==> src/rtl/bram_s9_rd_pkg.sv <==
// -----------------------------------------------------------------------------
// bram_s9_rd_pkg
//   Shared types and constants for the 2K x 9 block-RAM stream reader.
//
//   state_e    : reader FSM states (IDLE, FETCH, DRAIN)
//   PAR_*      : parity-check mode encodings (any other value disables checks)
//   entry_t    : one skid-buffer slot {data, parity-error, last-of-transfer}
//   RAM_WORDS  : depth of the RAM being read
//   calc_perr  : parity-mismatch evaluation for one {DOPB, DOB} word
// -----------------------------------------------------------------------------
package bram_s9_rd_pkg;

    typedef enum logic [1:0] {
        IDLE  = 2'd0,
        FETCH = 2'd1,
        DRAIN = 2'd2
    } state_e;

    localparam logic [1:0] PAR_NONE = 2'd0;
    localparam logic [1:0] PAR_EVEN = 2'd1;
    localparam logic [1:0] PAR_ODD  = 2'd2;

    localparam int unsigned RAM_WORDS = 2048;

    typedef struct packed {
        logic [7:0] data;
        logic       perr;
        logic       last;
    } entry_t;

    // Mode 3 is reserved and behaves like PAR_NONE.
    function automatic logic calc_perr(input logic [1:0] mode, input logic [8:0] word);
        logic res;
        case (mode)
            PAR_EVEN: res = ^word;
            PAR_ODD:  res = ~^word;
            default:  res = 1'b0;
        endcase
        return res;
    endfunction

endpackage

==> src/rtl/bram_rd_skid.sv <==
// -----------------------------------------------------------------------------
// bram_rd_skid
//   Two-entry registered FIFO that absorbs the RAM read latency. The head
//   entry is always slot 0, so the stream outputs come straight from flops.
//
//   clk_i         : clock
//   rst_ni        : asynchronous active-low reset (FIFO empty)
//   push_i        : write push_entry_i this cycle
//   push_entry_i  : entry to write
//   pop_i         : remove the head entry this cycle (ignored when empty)
//   head_entry_o  : current head entry (meaningful when occupancy_o != 0)
//   occupancy_o   : number of stored entries, 0..2
// -----------------------------------------------------------------------------
module bram_rd_skid
    import bram_s9_rd_pkg::*;
(
    input  logic       clk_i,
    input  logic       rst_ni,
    input  logic       push_i,
    input  entry_t     push_entry_i,
    input  logic       pop_i,
    output entry_t     head_entry_o,
    output logic [1:0] occupancy_o
);

    entry_t     ent0_q, ent0_d;
    entry_t     ent1_q, ent1_d;
    logic [1:0] occ_q,  occ_d;

    logic pop_ok;
    logic push_ok;

    assign pop_ok  = pop_i && (occ_q != 2'd0);
    // A push into a full FIFO is only legal when a pop frees a slot.
    assign push_ok = push_i && ((occ_q != 2'd2) || pop_ok);

    always_comb begin
        ent0_d = ent0_q;
        ent1_d = ent1_q;
        occ_d  = occ_q;
        case ({push_ok, pop_ok})
            2'b10: begin
                if (occ_q == 2'd0) begin
                    ent0_d = push_entry_i;
                end else begin
                    ent1_d = push_entry_i;
                end
                occ_d = occ_q + 2'd1;
            end
            2'b01: begin
                ent0_d = ent1_q;
                occ_d  = occ_q - 2'd1;
            end
            2'b11: begin
                // Occupancy unchanged; the new word lands behind whatever
                // remains after the head leaves.
                if (occ_q == 2'd1) begin
                    ent0_d = push_entry_i;
                end else begin
                    ent0_d = ent1_q;
                    ent1_d = push_entry_i;
                end
            end
            default: ;
        endcase
    end

    always_ff @(posedge clk_i or negedge rst_ni) begin
        if (!rst_ni) begin
            ent0_q <= '0;
            ent1_q <= '0;
            occ_q  <= '0;
        end else begin
            ent0_q <= ent0_d;
            ent1_q <= ent1_d;
            occ_q  <= occ_d;
        end
    end

    assign head_entry_o = ent0_q;
    assign occupancy_o  = occ_q;

endmodule

==> src/rtl/bram_s9_stream_reader.sv <==
// -----------------------------------------------------------------------------
// bram_s9_stream_reader
//   Reads LEN consecutive 9-bit words (8 data + 1 parity) from a 2K x 9 block
//   RAM read port starting at BASE_ADDR and emits them as a valid/ready byte
//   stream, checking the stored parity bit on every word.
//
//   CLK, RST_N      : clock, asynchronous active-low reset
//   START           : request a transfer (ignored while BUSY, with LEN == 0,
//                     or in the DONE cycle)
//   BASE_ADDR, LEN  : first address and word count, sampled on accepted START
//   BUSY, DONE      : transfer in progress / one-cycle completion pulse
//   ADDRB, ENB      : RAM read address and enable
//   DOB, DOPB       : RAM read data and parity, valid the cycle after ENB
//   M_DATA, M_PERR  : stream byte and its parity-mismatch sideband
//   M_VALID/M_READY : stream handshake
//   M_LAST          : final byte of the transfer
//   PAR_ERR         : sticky mismatch flag for the current transfer
// -----------------------------------------------------------------------------
module bram_s9_stream_reader
    import bram_s9_rd_pkg::*;
#(
    parameter logic [1:0]  PARITY_MODE = 2'd1,
    parameter int unsigned ADDR_W      = 11
) (
    input  logic              CLK,
    input  logic              RST_N,
    input  logic              START,
    input  logic [ADDR_W-1:0] BASE_ADDR,
    input  logic [ADDR_W:0]   LEN,
    output logic              BUSY,
    output logic              DONE,
    output logic [ADDR_W-1:0] ADDRB,
    output logic              ENB,
    input  logic [7:0]        DOB,
    input  logic              DOPB,
    output logic [7:0]        M_DATA,
    output logic              M_PERR,
    output logic              M_VALID,
    input  logic              M_READY,
    output logic              M_LAST,
    output logic              PAR_ERR
);

    state_e            state_q;
    logic [ADDR_W-1:0] addr_q;
    logic [ADDR_W:0]   rem_issue_q;
    logic [ADDR_W:0]   rem_out_q;
    logic              inflight_q;
    logic              inflight_last_q;
    logic              par_err_q;
    logic              done_q;

    logic       issue;
    logic       pop;
    logic       push;
    logic       perr;
    logic [1:0] occ;
    entry_t     push_entry;
    entry_t     head_entry;

    // Registered occupancy plus the outstanding read must leave room for the
    // word this issue will return, so the skid buffer can never overflow.
    assign issue = (state_q == FETCH) && (rem_issue_q != '0)
                   && (({1'b0, occ} + {2'b00, inflight_q}) < 3'd2);

    assign push = inflight_q;
    assign perr = calc_perr(PARITY_MODE, {DOPB, DOB});

    assign push_entry.data = DOB;
    assign push_entry.perr = perr;
    assign push_entry.last = inflight_last_q;

    assign pop = M_VALID && M_READY;

    bram_rd_skid u_skid (
        .clk_i        (CLK),
        .rst_ni       (RST_N),
        .push_i       (push),
        .push_entry_i (push_entry),
        .pop_i        (pop),
        .head_entry_o (head_entry),
        .occupancy_o  (occ)
    );

    always_ff @(posedge CLK or negedge RST_N) begin
        if (!RST_N) begin
            state_q         <= IDLE;
            addr_q          <= '0;
            rem_issue_q     <= '0;
            rem_out_q       <= '0;
            inflight_q      <= 1'b0;
            inflight_last_q <= 1'b0;
            par_err_q       <= 1'b0;
            done_q          <= 1'b0;
        end else begin
            done_q          <= 1'b0;
            inflight_q      <= issue;
            // The word issued with one remaining is the one that carries LAST.
            inflight_last_q <= issue && (rem_issue_q == {{ADDR_W{1'b0}}, 1'b1});

            if (push && perr) begin
                par_err_q <= 1'b1;
            end

            if (issue) begin
                addr_q      <= addr_q + 1'b1;
                rem_issue_q <= rem_issue_q - 1'b1;
            end

            if (pop) begin
                rem_out_q <= rem_out_q - 1'b1;
            end

            case (state_q)
                IDLE: begin
                    // done_q blocks a START that coincides with the DONE pulse.
                    if (START && (LEN != '0) && !done_q) begin
                        addr_q      <= BASE_ADDR;
                        rem_issue_q <= LEN;
                        rem_out_q   <= LEN;
                        par_err_q   <= 1'b0;
                        state_q     <= FETCH;
                    end
                end
                FETCH: begin
                    if (issue && (rem_issue_q == {{ADDR_W{1'b0}}, 1'b1})) begin
                        state_q <= DRAIN;
                    end
                end
                DRAIN: begin
                    if (pop && (rem_out_q == {{ADDR_W{1'b0}}, 1'b1})) begin
                        state_q <= IDLE;
                        done_q  <= 1'b1;
                    end
                end
                default: state_q <= IDLE;
            endcase
        end
    end

    assign BUSY    = (state_q != IDLE);
    assign DONE    = done_q;
    assign ADDRB   = addr_q;
    assign ENB     = issue;
    assign M_VALID = (occ != 2'd0);
    assign M_DATA  = head_entry.data;
    assign M_PERR  = head_entry.perr;
    assign M_LAST  = head_entry.last;
    assign PAR_ERR = par_err_q;

endmodule

==> config.mk <==
export PLATFORM = sky130hd
export DESIGN_NAME = bram_s9_stream_reader
export DESIGN_NICKNAME = d
export VERILOG_FILES = /design/src/rtl/bram_s9_rd_pkg.sv /design/src/rtl/bram_rd_skid.sv /design/src/rtl/bram_s9_stream_reader.sv
export SDC_FILE = /design/constraint.sdc
export NUM_CORES = 1
export LEC_CHECK = 0
export CAP_MARGIN = 20
export CORE_MARGIN = 2
export CORE_UTILIZATION = 35
export CTS_CLUSTER_DIAMETER = 100
export DETAILED_ROUTE_END_ITERATION = 8
export GPL_TIMING_DRIVEN = 0
export PLACE_DENSITY_LB_ADDON = 0.12
export SLEW_MARGIN = 20
export SYNTH_ARGS = -nofsm -noshare
export SYNTH_HDL_FRONTEND = slang
export SYNTH_HIERARCHICAL = 1
export SYNTH_SLANG_ARGS = --single-unit
==> constraint.sdc <==
create_clock -name CLK -period 2.98 [get_ports CLK]
set_clock_uncertainty 0.05 [all_clocks]
set_input_delay 0.298 -clock CLK [delete_from_list [all_inputs] [get_ports CLK]]
set_output_delay 0.298 -clock CLK [all_outputs]
set_load 0.005 [all_outputs]
==> commit_impl_results.txt, run 1 <==
Store results of the implementation flow

- Result of the run: complete, no violations
* Top-level I/O count: about 62
* FILL cells: between 900 and 1k
* Rows: 36
- In this run the remaining antenna-violating nets after routing total 0.
* Net switching power: approximately 1.6 mW
- Worst setup EP type: output port
- Share of async-settable or async-resettable flops after synthesis: 100%
- After clock tree synthesis, the clock-pin slew on the worst setup and hold paths is approximately 0.070 ns.
* Per-instance average area after synthesis: between 9 and 10 µm²
- After floorplanning, the core was sized to cover between 9000 and 10000 µm².
* Largest vdd supply drop: between 0.3 and 0.4 mV
- Number of warning messages in the yosys log: 6
* Share of the clock period used by the worst path after layout: 87.3%
* Portion of total power attributed to sequential cells: 36.8%
- Count of nets after finishing: just under 500
- Initial Util: between 30 and 40%
- The leakage component of the power was reported as between 1.5 and 2 nW.
- No sink is reached through more buffers than the 2 on the longest clock path.
- Most used cells in the layout excluding fill and tap cells: 63 x sky130_fd_sc_hd__dfrtp_1, 59 x sky130_fd_sc_hd__clkdlybuf4s50_1, 32 x sky130_fd_sc_hd__a31oi_1
- Clock sinks: between 60 and 70
* Cell-internal power: ~2.7 mW
- The repair_antennas step left the layout with diodes totalling 0.
* Dominant cell type by area after synthesis: sky130_fd_sc_hd__dfrtp_1
- The iteration count recorded for the first detailed-route pass is 4.
- The layout report lists the combined flip-flop and latch area as 1580 µm².
* CTS tree: built
* Worst Setup Path Type: reg2out
* Fraction of power consumed by combinational cells: 46.2%
- The first global-routing pass estimated between 15000 and 20000 µm of wire.
- According to the floorplan report, the total die area is about 11000 µm².
- The later pin in the worst-skew pair is clocked with a latency of about 0.34 ns.
- The logs give a warning total of 30.
* Net count after synthesis: around 410
- According to the timing report, the data required time at the worst endpoint equals approximately 2.6 ns.
* Count of endpoints failing setup in the final report: 0
- CP Launch Type: flip-flop
- Worst slew margin relative to its limit: a little under three fifths
* Top FF cell, synth: sky130_fd_sc_hd__dfrtp_1
* CTS H-Tree Depth: 3
* Vias in the first global route: ~3.2k
- The placement report lists the number of port buffers as 61.
- Area of combinational cells with multiple inputs: 1850 µm²
- The area growth from synthesis to layout is 28.8%.
- Switching fraction of total power: 37.5%
- Per the detail_route report, the via count comes to just over 3k.
* Pwr Total: 4.26 mW
* Number of flops mapped to enable cells by yosys: 0
- Count of endpoints failing hold in the final timing report: 0
- Final number of max-transition violations: 0
* Wirelength, routed: ~9600 µm
- After detailed routing, the number of vias per cell comes to approximately 5.4.
- The total overflow left after global routing is 0.
- Transition at the pin with the smallest max-transition slack: roughly 0.63 ns
- Total half-perimeter wirelength after legalization and detailed placement: around 7000 µm
- Maxcap violations: 0
- Cell area after technology mapping: between 3000 and 4000 µm²
- Highest clock frequency the design can meet: around 0.38 GHz
- In this run the biggest area consumer among cell types represents 44.0% of the synthesized area.
- Unrepaired setup endpoints after global routing: no
* Area reported by Yosys stat: approximately 3600 µm²
- Distinct lib cells used: 53
- The number of antenna violations at the first check in global routing was 0.
* Largest driver fanout on the critical path: 8
- Top logic cell by instance count in the layout: sky130_fd_sc_hd__dfrtp_1
- In this run, the number of DRC markers left after iteration 0 of detailed routing was ~110.
- Of the cells placed in the final design, the portion with a size suffix greater than 1 is 14.7%.
- STA reports the tightest min-delay check as being of type in2async.
* Overall die width: between 100 and 150 µm
- Clock tree synthesis inserted a total of 9 buffers.
- The main area contributors are sky130_fd_sc_hd__dfrtp_1 44%, sky130_fd_sc_hd__a31oi_1 5.6%, sky130_fd_sc_hd__mux2_4 4.2%.
- Cell at the root of the clock tree: sky130_fd_sc_hd__clkbuf_8
* Minimum clock period after layout: about 2.6 ns
- In the global route stage, overall resource usage came out at a little under a fifth.
* Flops out of synthesis: around 63
- Placer's final routability congestion estimate: around 0.8
- In this run the power density over the cells is about 920 nW/µm².
- The number of cells reported by Yosys stat comes to around 360.
- The script parses the final routing iteration and logs DRC violations as 0.
- After technology mapping, the gate count stands at approximately 360.
- The data arrival time reported for the critical path is around 2.3 ns.
- Largest net degree at the start of global routing: roughly 47
* Number of cell instances on the worst register-to-register path: 9
- Vertical extent of the die: about 110 µm
- Per report_power, the clock group accounts for between 10% and 20% of the total.
- Sequential cell area fraction in the yosys report: 44.0%
-- run 1: power groups by stage --
| stage | combinational (mW) | sequential, mW | clock [mW] |
|---|---|---|---|
| CTS | 1.99 | 1.56 | 0.751 |
| global placement | 1.92 | 1.57 | 0 |
| detailed placement | 1.95 | 1.57 | 0 |
| global route | 2.21 | 1.63 | 0.789 |
| floorplan | 1.27 | 1.51 | 0 |
| finish | 1.97 | 1.57 | 0.727 |
-- run 1: critical path, cell delays in order, from the launching register on --
cell and delay [ns]:
sky130_fd_sc_hd__dfrtp_1 0.42, sky130_fd_sc_hd__or4_4 0.52, sky130_fd_sc_hd__buf_6 0.15, sky130_fd_sc_hd__or3_1 0.34, sky130_fd_sc_hd__clkbuf_4 0.18, sky130_fd_sc_hd__nand2_4 0.08
sky130_fd_sc_hd__inv_2 0.05, sky130_fd_sc_hd__dlymetal6s2s_1 0.15
-- run 1: kinds of logic after synthesis --
kind of cell	synth area share [%]
xor gates and xnor gates	4.05
muxes	5.30
DFF	44.0
AOI/OAI and AO/OA	16.5
buffers and inverters	4.85
adders and majority gates	2.79
and+or+nand+nor	22.5
-- run 1: cell type report --
cell class | instances | share of cell area, %
inverter | 10 | 0.813
sequential | 63 | 34.1
clock inverter | 6 | 1.33
timing repair buffer | 66 | 14.5
tap | 133 | 3.60
clock buffer | 10 | 2.76
buffer | 21 | 2.90
multi-input combinational | 266 | 40.0
-- run 1: cells in the mapped netlist (all sizes together) (7+ instances only) --
master  instances
o31ai          10
or3            11
a21oi          10
nand3          18
dfrtp          63
inv             9
mux2           10
nor3           13
buf            15
o21ai          23
ha              8
clkbuf          7
a31oi          32
xnor2           9
nor2           25
or4            14
nand2          13
nor4            9
-- run 1: layer usage --
metal | global-route usage [%] | routed length, µm | vias to the layer above
met2 | 29.5 | 4630 | 74
li1 | - | - | 1521
met1 | 25.4 | 4470 | 1484
met5 | 0 | 0 | -
met4 | 5.14 | 67 | 0
met3 | 4.33 | 463 | 6
-- run 1: registers in the layout (all words and copies together), names as in the netlist, 2 cells and up --
name,cells
rem_issue_q,12
rem_out_q,12
ADDRB,11
u_skid/ent1_q,10
u_skid/head_entry_o,10
state_q,2
u_skid/occupancy_o,2
-- run 1: final timing paths --
check,endpoint,startpoint,slack [ns]
worst max-delay path,ENB,rem_issue_q[5],0.38
worst min-delay path,u_skid/ent1_q[7],RST_N,0.31
worst max register to register,rem_issue_q[1],rem_issue_q[1],0.47
worst min register to register,u_skid/ent1_q[9],u_skid/ent1_q[9],0.46
max in group asynchronous,ADDRB[3],RST_N,2.06
min in group CLK,u_skid/ent1_q[9],u_skid/ent1_q[9],0.46
-- run 1: stage by stage --
stage	setup slack [ns]	TNS (ns)	hold WS [ns]	instances	instance area (µm²)
final	0.379	0	0.305	575	4620
after global routing	0.279	0	0.311	575	4620
after CTS	0.0588	0	0.299	574	4610
after detailed placement	0.163	0	0.139	556	4390
after global placement	-0.687	-42.94	0.444	555	4360
after floorplan	0.756	0	-0.0476	361	3590
-- run 1: what timing repair did --
item | in CTS | in global routing
setup buffers | 2 | 1
pin swaps | 0 | 0
resized | 3 | 3
endpoints found under the hold margin | 17 | 0
hold buffers | 1 | 0
setup endpoints to repair | 1 | 1
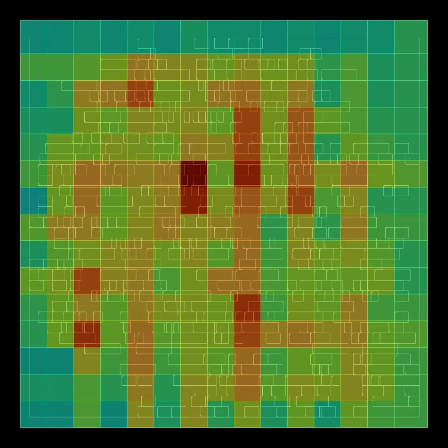
**Above:** run 1 (track usage over the die).
WL/cell: 16.8 µm
global-route met2 utilization: 29.5%
core occupancy in the finished layout: 46.8%
highest-utilization routing layer at the global route stage: met2

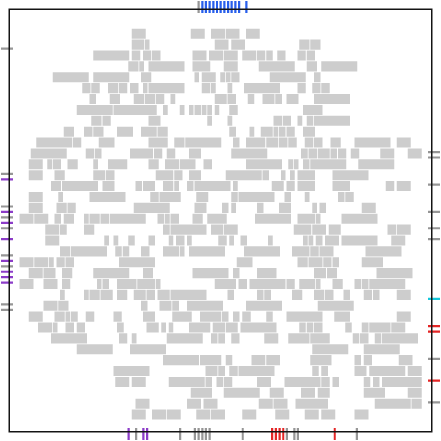
**Above:** run 1 (pin placement).
Scale: 4 px per µm. Pins as bars across the die edge, other pins in gray.
- `LEN`: blue (pins 12; direction input; edge top)
- `ADDRB`: purple (pins 11; direction output; edge 8 left, 3 bottom)
- `M_LAST`: cyan (pins 1; direction output; edge right)
- `M_DATA`: red (pins 8; direction output; edge 5 bottom, 3 right)
- all pins by edge: 20 bottom, 17 left, 13 top, 12 right

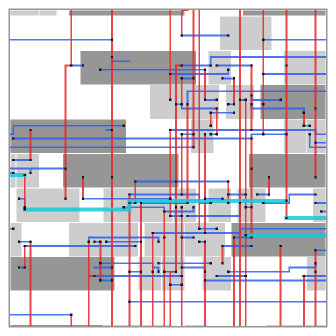
**Above:** run 1 (a small window of the routed layout).
Region (40, 19) to (65, 44) µm. Cells in gray, sequential cells in the stronger gray; small squares are vias.
- met3: cyan
- met1: blue
- met2: red
- most frequent: dfrtp_1 (7)
- cells with their middle in the window: 29
- netlist names of flops here include: `u_skid/ent1_q` (3), `u_skid/head_entry_o` (3)
- sequential cells in the window: 7

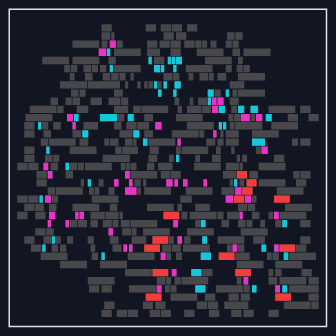
**Above:** run 1 (logic cells by family).
Scale: 3 px per µm.
- NAND gates: magenta (cells 46; most used nand3_1)
- NOR gates: cyan (cells 50; most used nor2_1)
- multiplexers: red (cells 14; most used mux2_4)

## Run 2: what changed since run 1
--- a/config.mk
+++ b/config.mk
@@ -8,11 +8,12 @@
 export CAP_MARGIN = 20
 export CORE_MARGIN = 2
 export CORE_UTILIZATION = 35
+export CTS_BUF_LIST = sky130_fd_sc_hd__clkbuf_8
 export CTS_CLUSTER_DIAMETER = 100
 export DETAILED_ROUTE_END_ITERATION = 8
 export GPL_TIMING_DRIVEN = 0
 export PLACE_DENSITY_LB_ADDON = 0.12
-export SLEW_MARGIN = 20
+export SLEW_MARGIN = 30
 export SYNTH_ARGS = -nofsm -noshare
 export SYNTH_HDL_FRONTEND = slang
 export SYNTH_HIERARCHICAL = 1
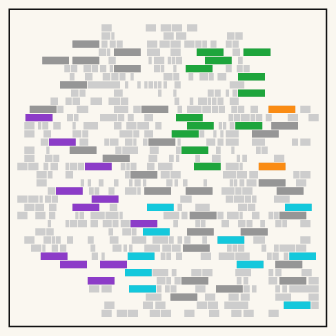
**Above:** run 2 (sequential cells grouped by signal name).
Scale: 3 px per µm. Other sequential cells in the stronger gray, the rest of the logic in the fainter gray.
- `state_q`: orange (placed flops 2)
- `rem_out_q`: green (placed flops 12)
- `ADDRB`: purple (placed flops 11)
- `u_skid/ent1_q`: cyan (placed flops 10)
- not colored: 28

==> run 2 against run 1 <==
Against the previous run: die size unchanged; register-to-register slack is essentially flat; wire length hardly changed; critical path type unchanged; largest cell class unchanged; highest routed layer unchanged.
==> commit_impl_results.txt, run 2 <==
Store results of the implementation flow

* Result of the run: complete, no violations
* Transition at the pin with the smallest max-transition slack: 0.631 ns (unchanged)
- The maximum root-to-sink buffer count was 2 (unchanged).
- Sorting the synthesis cell report by count puts at the top sky130_fd_sc_hd__dfrtp_1.
* Area reported by Yosys stat: 3590 µm² (unchanged)
* First-pass DRT Iterations: 4 (unchanged)
- The via-per-instance ratio came to 5.37 (about the same).
- The fraction of layout cells with a size suffix above 1 was 14.7% (unchanged).
* Share of async-settable or async-resettable flops after synthesis: 100% (unchanged)
- Switching fraction of total power: 37.5% (about the same)
- The core outline area was 9860 µm² (unchanged).
- The largest fanout on the critical path came to 8 (unchanged).
- Count of endpoints failing hold in the final timing report: 0 (unchanged)
- The clock network fraction of design power was 17.0% (about the same).
* Adder Area Share: 2.79% (unchanged)
- Unrepaired setup endpoints after global routing: no
* CP Launch Type: flip-flop
- Via count: 3088 (+0.097%)
- Count of endpoints failing setup in the final report: 0 (unchanged)
- By count the netlist is led by 63 x sky130_fd_sc_hd__dfrtp_1, 32 x sky130_fd_sc_hd__a31oi_1, 25 x sky130_fd_sc_hd__nor2_1.
- CTS H-Tree Depth: 3 (unchanged)
- The final critical path time including I/O delays and setup came to 2.60 ns (+0.00000300 ns).
- The share of the yosys chip area belonging to registers is 44.0% (unchanged).
* Distinct lib cells used: 53 (unchanged)
* Final number of max-transition violations: 0 (unchanged)
- Proportion of netlist area held by the largest area contributor: 44.0% (unchanged)
- Among the non-sequential cells, simple AND/OR/NAND/NOR gates take the most area.
- The total power divided by cell area is 922 nW/µm² (about the same).
- The number of warnings the tools reported was 30 (unchanged).
- The share of synthesized cell area in and, or, nand and nor gates was 22.5% (unchanged).
- Most used cells in the layout excluding fill and tap cells: 63 x sky130_fd_sc_hd__dfrtp_1, 59 x sky130_fd_sc_hd__clkdlybuf4s50_1, 32 x sky130_fd_sc_hd__a31oi_1
- Maxcap violations: 0 (unchanged)
- The internal power consumption was 2.66 mW (-0.13%).
- Setup slack on the worst flop-to-flop path: 0.47 ns (about the same)
* Leakage power: 1.83 nW (+0.23%)
* Net switching power: 1.60 mW (about the same)
* Area growth from synthesis to final layout: 28.8% (unchanged)
- The top cell type in the final layout, fill and taps aside, is sky130_fd_sc_hd__dfrtp_1.
- The number of buffers added on ports was 61 (unchanged).
- Top FF cell, synth: sky130_fd_sc_hd__dfrtp_1
- The number of rows in the core area was 36 (unchanged).
* Cell at the root of the clock tree: sky130_fd_sc_hd__clkbuf_8
* Antenna violations before repair: 0 (unchanged)
- Net count after synthesis: 405 (unchanged)
- The compound-gate portion of the synthesized area is 16.5% (unchanged).
- The number of buffers inserted during clock tree synthesis is 9 (unchanged).
- Core occupancy in the finished layout: 46.8% (unchanged)
- The sum of net half-perimeters after detailed placement was 6960 µm (unchanged).
- Number of cell instances on the worst register-to-register path: 9 (unchanged)
- Remaining global-route overflow: 0 (unchanged)
* Largest vdd supply drop: 0.334 mV (unchanged)
- Tightest Hold Check Type: in2async
- The worst setup path is captured at an output port.
* Wirelength, routed: 9640 µm (about the same)
* Clock Pin Slew Worst Setup and Hold Paths: 0.07 ns (about the same)
- The count of library flops with an enable pin came to 0 (unchanged).
- The capture point of the worst register-to-register path is recorded as rem_issue_q[1].
- Per-instance average area after synthesis: 9.93 µm² (unchanged)
- Worst Setup Path Type: reg2out
- Placer's final routability congestion estimate: 0.796 (unchanged)
- Vertical extent of the die: 105 µm (unchanged)
* Number of instances in the synthesized netlist: 361 (unchanged)
- The post-layout net count came to 481 (unchanged).
* Iter 0 DRT Violations: 111 (unchanged)
- Flops out of synthesis: 63 (unchanged)
* Share of the clock period used by the worst path after layout: 87.3% (about the same)
- Data required time at the worst endpoint: 2.63 ns (about the same)
- Tally of nets with antenna violations remaining after routing: 0 (unchanged)
* Number of warning messages in the yosys log: 6 (unchanged)
- Chip Area: 11100 µm² (unchanged)
- Initial Util: 36.4% (unchanged)
- Vias in the first global route: 3152 (unchanged)
* Overall die width: 105 µm (unchanged)
- The maximum achievable frequency came to 0.384 GHz (unchanged).
- Pwr Total: 4.26 mW (about the same)
- WL/cell: 16.8 µm (about the same)
- The xor/xnor share of the synthesized area is 4.05% (unchanged).
- Number of remaining DRC errors: 0 (unchanged)
* Largest net degree at the start of global routing: 47 (unchanged)
- Worst slew margin relative to its limit: 57.6% (unchanged)
- Critical Path AT: 2.25 ns (about the same)
* Top post-synthesis cells by area: sky130_fd_sc_hd__dfrtp_1 44%, sky130_fd_sc_hd__a31oi_1 5.6%, sky130_fd_sc_hd__mux2_4 4.2%
- The overall fraction of global-route tracks in use was 18.6% (unchanged).
* Fraction of power consumed by combinational cells: 46.2% (about the same)
* Dominant cell type by area after synthesis: sky130_fd_sc_hd__dfrtp_1
- Yosys cell count: 361 (unchanged)
- The startpoint identified for the worst register-to-register timing path is rem_issue_q[1].
- The number of top-level pins came to 62 (unchanged).
- First-pass GRT wire length: 16300 µm (unchanged)
* Portion of total power attributed to sequential cells: 36.8% (about the same)
- The mux contribution to synthesized area was 5.30% (unchanged).
* Clock Latency Late Sink: 0.34 ns (about the same)
- TritonCTS built the clock tree.
* Cell area after technology mapping: 3590 µm² (unchanged)
* Clock sinks: 63 (unchanged)
* Number of diodes: 0 (unchanged)
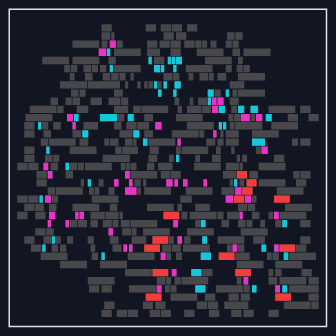
**Above:** run 2 (logic cells by family).
Scale: 3 px per µm.
- multiplexers: red (cells 14; most used mux2_4)
- NOR gates: cyan (cells 50; most used nor2_1)
- NAND gates: magenta (cells 46; most used nand3_1)

run 2: cell type report:
cell class | instances | area [µm²]
Fill cell | 955 | 5250
Multi-Input combinational cell | 266 | 1850
Sequential cell | 63 | 1580
Timing Repair Buffer | 66 | 671
Tap cell | 133 | 166
Buffer | 21 | 134
Clock buffer | 9 | 124
Clock inverter | 7 | 65.1
Inverter | 10 | 37.5
run 2: power groups by stage:
stage / clock network [mW] / logic, mW / registers [mW]
2_1_floorplan: 0 / 1.27 / 1.51
3_3_place_gp: 0 / 1.92 / 1.57
3_5_place_dp: 0 / 1.95 / 1.57
4_1_cts: 0.748 / 1.99 / 1.56
5_1_grt: 0.786 / 2.21 / 1.63
6_report: 0.724 / 1.97 / 1.57
run 2: worst max path at each step:
stage | start | end | cells past startpoint
floorplan | rem_issue_q[0] | rem_issue_q[2] | 9
global placement | RST_N | rem_issue_q[4] | 1
detailed placement | rem_issue_q[0] | ENB | 9
CTS | rem_issue_q[1] | ENB | 8
global route | rem_issue_q[1] | ENB | 8
finish | rem_issue_q[5] | ENB | 7
run 2: worst max-delay path: stages (launching register included):
cell and delay (ns):
sky130_fd_sc_hd__dfrtp_1 0.42, sky130_fd_sc_hd__or4_4 0.52, sky130_fd_sc_hd__buf_6 0.15, sky130_fd_sc_hd__or3_1 0.34
sky130_fd_sc_hd__clkbuf_4 0.18, sky130_fd_sc_hd__nand2_4 0.08, sky130_fd_sc_hd__inv_2 0.05, sky130_fd_sc_hd__dlymetal6s2s_1 0.15
run 2: cell families (layout without fill, tap and decap cells):
logic type | after synthesis | after routing
AND/OR/NAND/NOR | 137 | 137
AND-OR/OR-AND | 92 | 92
flip-flops | 63 | 63
buffers and inverters | 32 | 113
XOR/XNOR | 15 | 15
multiplexers | 14 | 14
adder cells (fa/ha/maj) | 8 | 8
run 2: what timing repair did:
item	4_1_cts	5_1_grt
hold buffers	1	0
hold endpoints to repair	17	0
setup buffers	2	1
endpoints found under the setup margin	1	1
gates resized	3	3
run 2: metrics by stage:
step / worst slack [ns] / cell area [µm²] / hold slack [ns] / instances / setup TNS (ns)
final: 0.379 / 4620 / 0.305 / 575 / 0
after global routing: 0.279 / 4620 / 0.311 / 575 / 0
after CTS: 0.0588 / 4610 / 0.299 / 574 / 0
after detailed placement: 0.163 / 4390 / 0.139 / 556 / 0
after global placement: -0.687 / 4360 / 0.444 / 555 / -42.94
after floorplan: 0.756 / 3590 / -0.0476 / 361 / 0
run 2: metal layers:
metal | global-route usage (%) | share of wire [%] | vias up
met2 | 29.5 | 48 | 77
met4 | 5.14 | 0.70 | 0
met5 | 0 | 0 | -
met3 | 4.33 | 4.9 | 6
li1 | - | - | 1521
met1 | 25.4 | 46 | 1484
**Run 2: pin placement**

Scale: 4 px per µm. Pins as bars across the die edge, other pins in gray.
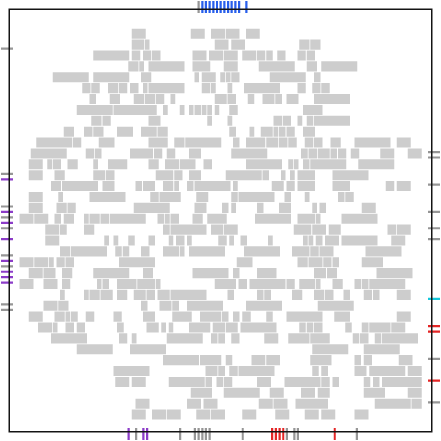

## Run 3: what changed since run 2
--- a/config.mk
+++ b/config.mk
@@ -13,8 +13,6 @@
 export DETAILED_ROUTE_END_ITERATION = 8
 export GPL_TIMING_DRIVEN = 0
 export PLACE_DENSITY_LB_ADDON = 0.12
-export SLEW_MARGIN = 30
 export SYNTH_ARGS = -nofsm -noshare
 export SYNTH_HDL_FRONTEND = slang
-export SYNTH_HIERARCHICAL = 1
 export SYNTH_SLANG_ARGS = --single-unit
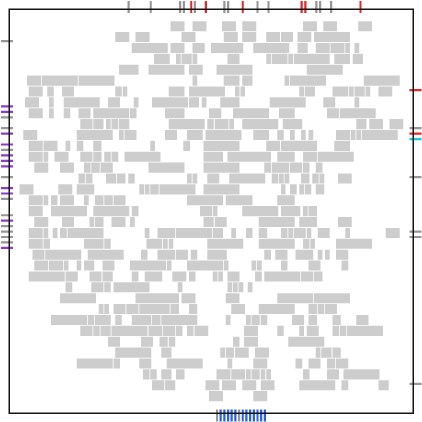
**Above:** run 3 (pin placement).
Scale: 4 px per µm. Pins as bars across the die edge, other pins in gray.
- `M_DATA`: red (pins 8; direction output; edge 6 top, 2 right)
- `ADDRB`: purple (pins 11; direction output; edge left)
- `M_LAST`: cyan (pins 1; direction output; edge right)
- `LEN`: blue (pins 12; direction input; edge bottom)
- all pins by edge: 22 left, 18 top, 14 bottom, 8 right

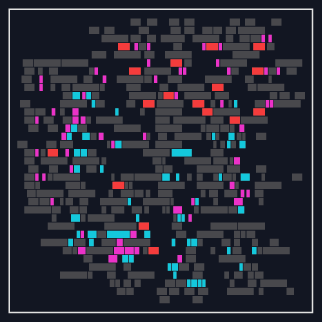
**Above:** run 3 (logic cells by family).
Scale: 3 px per µm.
- multiplexers: red (cells 17; most used mux2_2)
- NOR gates: cyan (cells 50; most used nor2_1)
- NAND gates: magenta (cells 57; most used nand2_1; where all over the die)

==> run 3 against run 2 <==
Against the previous run: the run now ends with negative hold slack left; core utilization decreased by 0.55 points; count of clock-buffer cells in the layout unchanged; cell count fell by 11%; register-to-register slack better by 0.07 ns; first-iteration DRC count is 4.5% lower; sequential power fell by 4%; via count shrank 15%; power shrank 8.4%; critical path depth decreased by 3; critical endpoint unchanged; worst hold slack worse by 0.32 ns.
==> commit_impl_results.txt, run 3 <==
Store results of the implementation flow

- The combinational gate area is 1610 µm² (-13%).
* Clock Latency Late Sink: 0.35 ns (about the same)
- The mux contribution to synthesized area is 5.63% (+0.33 points).
- Tally of non-filler cells in the final layout: 512 (-11%)
* Count of nets after finishing: 440 (-8.5%)
- The via count of the first global-routing pass came to 2634 (-16%).
- Yosys attributes the largest share of cell area to sky130_fd_sc_hd__dfrtp_1 48%, sky130_fd_sc_hd__xnor2_1 6.7%, sky130_fd_sc_hd__nand2_1 4.4%.
- TritonCTS built the clock tree.
- Result of the run: finished, violations left
- Leakage power: 1.68 nW (-8.3%)
- Std-Cell Core Area: 9150 µm² (-7.2%)
* Placer's final routability congestion estimate: 0.793 (-0.45%)
- Number of warning messages in the yosys log: 0 (-6)
- The largest net degree at the start of global routing was 64 (+36%).
* Area growth from synthesis to final layout: 29.6%
- Launching point of the worst reg2reg path: u_skid.occupancy_o[1]
- The number of antenna cells inserted was 0 (unchanged).
- The number of buffers inserted for hold repair after clock tree synthesis is 0 (-1).
* Vertical extent of the die: 101 µm (-4.4%)
- The total detailed-routing wirelength came to 7910 µm (-18%).
* Cell area after technology mapping: 3270 µm² (-8.9%)
- Compound-gate portion of the synthesized area: 10.4% (-6.1 points)
- FILL cells: 899 (-5.9%)
* Worst setup EP type: output port
* Post-cts gate resize count: 0 (-3)
- Number of flops mapped to enable cells by yosys: 0 (unchanged)
- The number of antenna violations at the first check in global routing came to 0 (unchanged).
- Worst slew margin relative to its limit: 46.3% (-11 points)
- Tightest Hold Check Type: in2async
* Highest clock frequency the design can meet: 0.355 GHz (-7.7%)
- The setup slack of the worst register-to-register path came to 0.54 ns (+0.07 ns).
* Maxcap violations: 0 (unchanged)
- Count of endpoints failing hold in the final timing report: 18 (+18)
- The wire length of the first global-routing pass came to 13000 µm (-20%).
- The largest total area in the synthesized netlist belongs to sky130_fd_sc_hd__dfrtp_1.
* Count of port buffers added during placement: 61 (unchanged)
- The via-per-instance ratio was 5.11 (-4.8%).
* Sequential cell area fraction in the yosys report: 48.3% (+4.3 points)
* CP Launch Type: flip-flop
- GRT Overall Usage: 16.8% (-1.8 points)
- Chip Area: 10100 µm² (-8.6%)
- The number of nets produced by synthesis came to 368 (-9.1%).
- The worst-case hold slack is -0.0189 ns (-0.324 ns).
- The final reports fail on negative hold slack.
- Rows: 35 (-2.8%)
- Setup repair after global routing left no endpoint under its margin.
* CTS H-Tree Depth: 3 (unchanged)
- Overall die width: 101 µm (-4.4%)
* Proportion of netlist area held by the largest area contributor: 48.3% (+4.3 points)
- Number of buffers inserted to repair setup after CTS: 0 (-2)
- Synthesized-area fraction occupied by xor and xnor cells: 9.80% (+5.8 points)
- Number of warning messages in the logs: 30 (unchanged)
* Via count: 2618 (-15%)
* Most numerous cell in the Yosys netlist: sky130_fd_sc_hd__dfrtp_1
- Post-synth the commonest register cell is sky130_fd_sc_hd__dfrtp_1.
* Share of the clock period used by the worst path after layout: 94.5% (+7.2 points)
* Setup_tns: 0 ns (unchanged)
* TritonCTS Buffers: 9 (unchanged)
* Clock Pin Slew Worst Setup and Hold Paths: 0.08 ns (about the same)
* Minimum clock period after layout: 2.82 ns (+0.216 ns)
- The number of top-level pins was 62 (unchanged).
- The flop and latch count out of synthesis came to 63 (unchanged).
* Total half-perimeter wirelength after legalization and detailed placement: 5670 µm (-19%)
- The total power divided by cell area was 921 nW/µm² (-0.12%).
* Initial Util: 35.7% (-0.66 points)
- First-pass DRT Iterations: 4 (unchanged)
* Area fraction in and, or, nand and nor cells: 20.4% (-2.2 points)
* Per-instance average area after synthesis: 10.1 µm² (+1.5%)
- Dominant kind of combinational cell: simple AND/OR/NAND/NOR gates
- Remaining global-route overflow: 0 (unchanged)
- Largest driver fanout on the critical path: 8 (unchanged)
* Tally of nets with antenna violations remaining after routing: 0 (unchanged)
- Leaving out fill and tap cells, the most frequent cells in the layout are 63 x sky130_fd_sc_hd__dfrtp_1, 60 x sky130_fd_sc_hd__clkdlybuf4s50_1, 38 x sky130_fd_sc_hd__nand2_1.
- Fraction of final layout cells with drive strength greater than 1: 8.98% (-5.7 points)
- Transition at the pin with the smallest max-transition slack: 0.806 ns (+0.175 ns)
* Cell at the root of the clock tree: sky130_fd_sc_hd__clkbuf_8
* Area reported by Yosys stat: 3270 µm² (-8.9%)
* Worst Setup Path Type: reg2out
- The number of design-rule violations left by the first detailed-router iteration is 106 (-4.5%).
- WL/cell: 15.4 µm (-7.9%)
* Number of cell instances on the worst register-to-register path: 7 (-2)
* Placed cells: 496 (-11%)
- Looking at the reg2reg group, the worst path ends at rem_out_q[9].
* Pwr Total: 3.90 mW (-8.4%)
- Critical Path AT: 2.47 ns (+0.22 ns)
- The maximum VDD drop came to 0.375 mV (+12%).
- Final number of max-transition violations: 0 (unchanged)
- Yosys cell count: 324 (-10%)
* Longest Clk Path Bufs: 2 (unchanged)
* Data required time at the worst endpoint: 2.63 ns (about the same)
- The number of clock sinks came to 63 (unchanged).
- The async set-reset flop share out of synthesis came to 100% (unchanged).
- Number of instances in the synthesized netlist: 324 (-10%)
- The distinct cell type count after synthesis came to 47 (-11%).
- The residual DRC count came to 0 (unchanged).
* Sequential cell area in the final layout: 1580 µm² (unchanged)
- Among logic cells in the layout, the one with the most instances is sky130_fd_sc_hd__dfrtp_1.
- Adder Area Share: 3.06% (+0.27 points)
- Cell types with the highest counts after synthesis: 63 x sky130_fd_sc_hd__dfrtp_1, 38 x sky130_fd_sc_hd__nand2_1, 25 x sky130_fd_sc_hd__xnor2_1
- Count of endpoints failing setup in the final report: 0 (unchanged)
run 3: cell count changes after synthesis, sizes merged, moves of 8 or more:
cell	before	now
a21oi	10	24
nand2	13	38
a22oi	0	8
a31oi	32	2
o31ai	10	2
nand3	18	9
xnor2	9	25
buf	15	2
or4	14	4
run 3: report_power, final:
part           internal (mW)  switching (mW)  leakage, nW  total [mW]
Sequential              1.21           0.299        0.732        1.51
Combinational          0.854           0.707        0.841        1.56
Clock                  0.472           0.361        0.105       0.833
run 3: cells by family after synthesis:
logic type	after synthesis
adders and majority gates	8
xor gates and xnor gates	35
muxes	17
buffers and inverters	21
AOI/OAI and AO/OA	59
DFF	63
and+or+nand+nor	121
run 3: metrics by stage:
step / area [µm²] / utilization [%] / worst slack, ns
2_1_floorplan: 3270 / - / 0.820
3_3_place_gp: 4020 / 43.9 / -0.680
3_5_place_dp: 4010 / 43.9 / 0.490
4_1_cts: 4240 / 46.3 / 0.0931
5_1_grt: 4240 / 46.3 / 0.0313
6_report: 4240 / 46.3 / 0.163
run 3: layout make-up:
class | instances | share of cell area (%)
Buffer | 12 | 1.09
Multi-Input combinational cell | 240 | 38.0
Sequential cell | 63 | 37.2
Clock buffer | 9 | 2.92
Timing Repair Buffer | 61 | 14.4
Inverter | 9 | 0.798
Clock inverter | 7 | 2.30
Tap cell | 111 | 3.28
run 3: critical path, cell delays in order (launching register included):
cell,delay (ns)
sky130_fd_sc_hd__dfrtp_1,0.44
sky130_fd_sc_hd__or4_1,0.60
sky130_fd_sc_hd__nor4_4,0.41
sky130_fd_sc_hd__nor2_2,0.19
sky130_fd_sc_hd__clkdlybuf4s50_1,0.49
run 3: worst max path at each step:
stage                               start      endpoint  cells past startpoint
floorplan           u_skid.occupancy_o[1]  rem_out_q[9]                      7
CTS                        rem_issue_q[7]           ENB                      4
global placement                    RST_N      ADDRB[7]                      1
finish                     rem_issue_q[7]           ENB                      4
global route               rem_issue_q[2]           ENB                      4
detailed placement         rem_issue_q[7]           ENB                      4
run 3: per-layer routing:
metal	track usage [%]	vias to the layer above	share of wire (%)
li1	-	1293	-
met1	22.2	1266	48
met2	26.5	50	46
met3	5.34	9	4.8
met4	4.74	0	1.2
met5	0	-	0
Power figures rest on the tool's default switching activity, not on a simulated workload.
